Design startup_sequencer_flat, sky130hd; sources not shown.
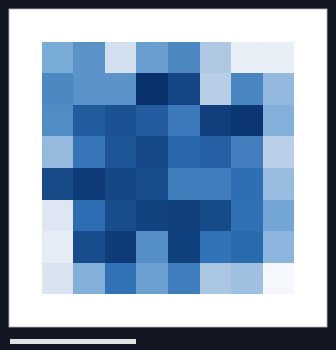
(cell density map)
Scale bar: 20 um. The die is cut into 10 by 10 equal tiles; white is low, dark blue is high, 0 to 100% covered.
- densest ninth of the die: middle
- mean over tiles: 41%
- tiles over 75% full: 24%
- fullest tile: 100%
- nearly empty tiles: 36%
Pre-Place Util: 48.0%
core area: 1520 sq um
share of the core filled with cells: 68.8%

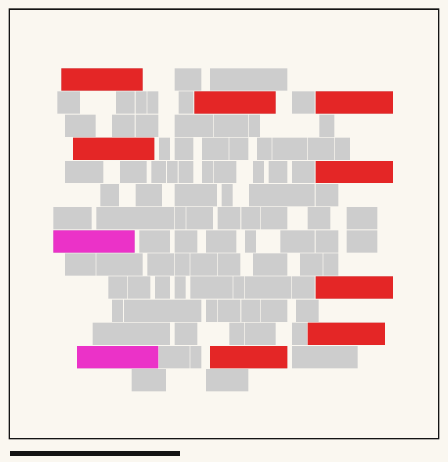
(sequential cells grouped by signal name)
Scale bar: 20 um. Other cells in grey.
- u_core.state_q: magenta (sequential cells 2)
- u_core.cnt_q: red (sequential cells 8)
flop share of the area: 24.5%
seq pwr: 0.423 mW
Storage cell area: 256 sq um

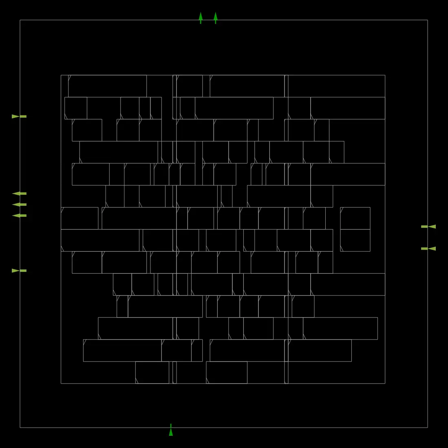
(placed standard cells)
final std cells w/o fill: 115
registers: 10
TAP cells: 16
# fillers: 111

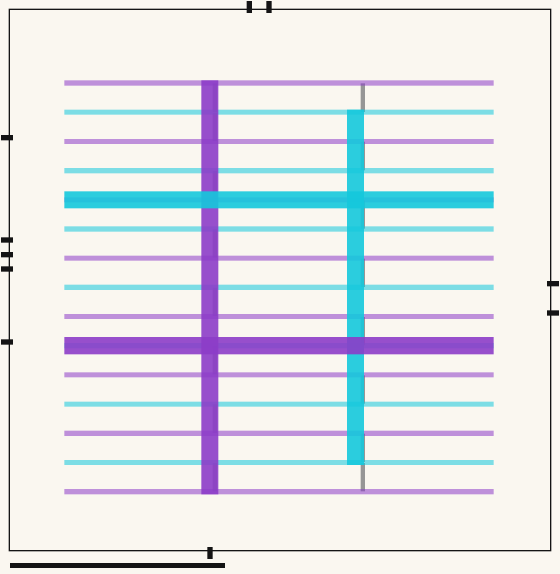
(PDN straps and rails)
Scale bar: 20 um. Pins as bars on the die edge. Tap cells in grey.
- VDD: cyan
- VSS: purple
- met5 straps: 2
- rows: 14
die height: 50.3 um
Horiz. Die Dim: 50.3 um
VDD IR max: 836 uV

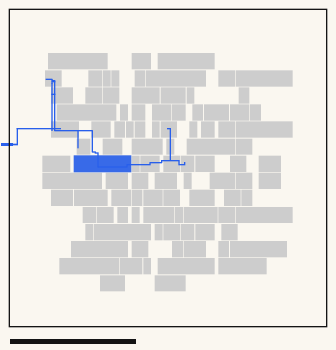
(wires at chosen ports, followed through buffers)
Scale bar: 20 um.
- bus_EOS: blue (bits 1; direction output; edge left; end cells 1; buffers 2; wire 65.2 um)
IO Pins: 10
port buffer count: 9

==> results.json <==
{
  "cp_cell_sequence": "inv_2, ha_4, or4bb_4, o211ai_4, buf_6, or4b_1, a21oi_1",
  "yosysMostFrequentCell": "inv_1",
  "maxUsedRoutingLayer": "met4",
  "powerDensity_nw_per_um2": 1670,
  "maxSlewHeadroom_pct": 71.0,
  "via_per_inst": 6.05,
  "intPower_mw": 1.00,
  "ys_warn_count": 0,
  "wl_met1_um": 841,
  "finalWeightedCongestion": 0.781,
  "area_growth_pct": 43.2,
  "aoi_share_pct": 24.3,
  "slowest_stage": "dfstp_2",
  "nets": 111,
  "use_met1_pct": 18.6,
  "slew_viol_final": 0,
  "hp-class": "in2async",
  "synthFlopType": "dfrtp_1",
  "path_depth": 7,
  "status": "completed",
  "comb_share_pct": 49.5,
  "logic_area_sq_um": 519,
  "hold_buffers": 0,
  "syn_avg_cell_area_sq_um": 9.38,
  "grt_max_degree": 11,
  "p_switching_mw": 0.749,
  "muxShareOfSynthArea_pct": 1.54,
  "gr-max-usage-layer": "met2",
  "crit_family": "simple AND/OR/NAND/NOR gates",
  "cp_slowest_stage_delay_ns": 0.53,
  "drt_iter0_markers": 13,
  "cts_buffers": 3,
  "die_area_sq_um": 2530,
  "hold_viol": 0,
  "synthSimpleGateAreaFrac_pct": 23.1,
  "grt_pass1_vias": 634,
  "post_cts_buffers": 3,
  "grt-ovfl-total": 0,
  "crit_arrival_ns": 2.05,
  "largest_register_ffs": 8
}
No activity file was given, so power comes from the tool's default toggle rates.
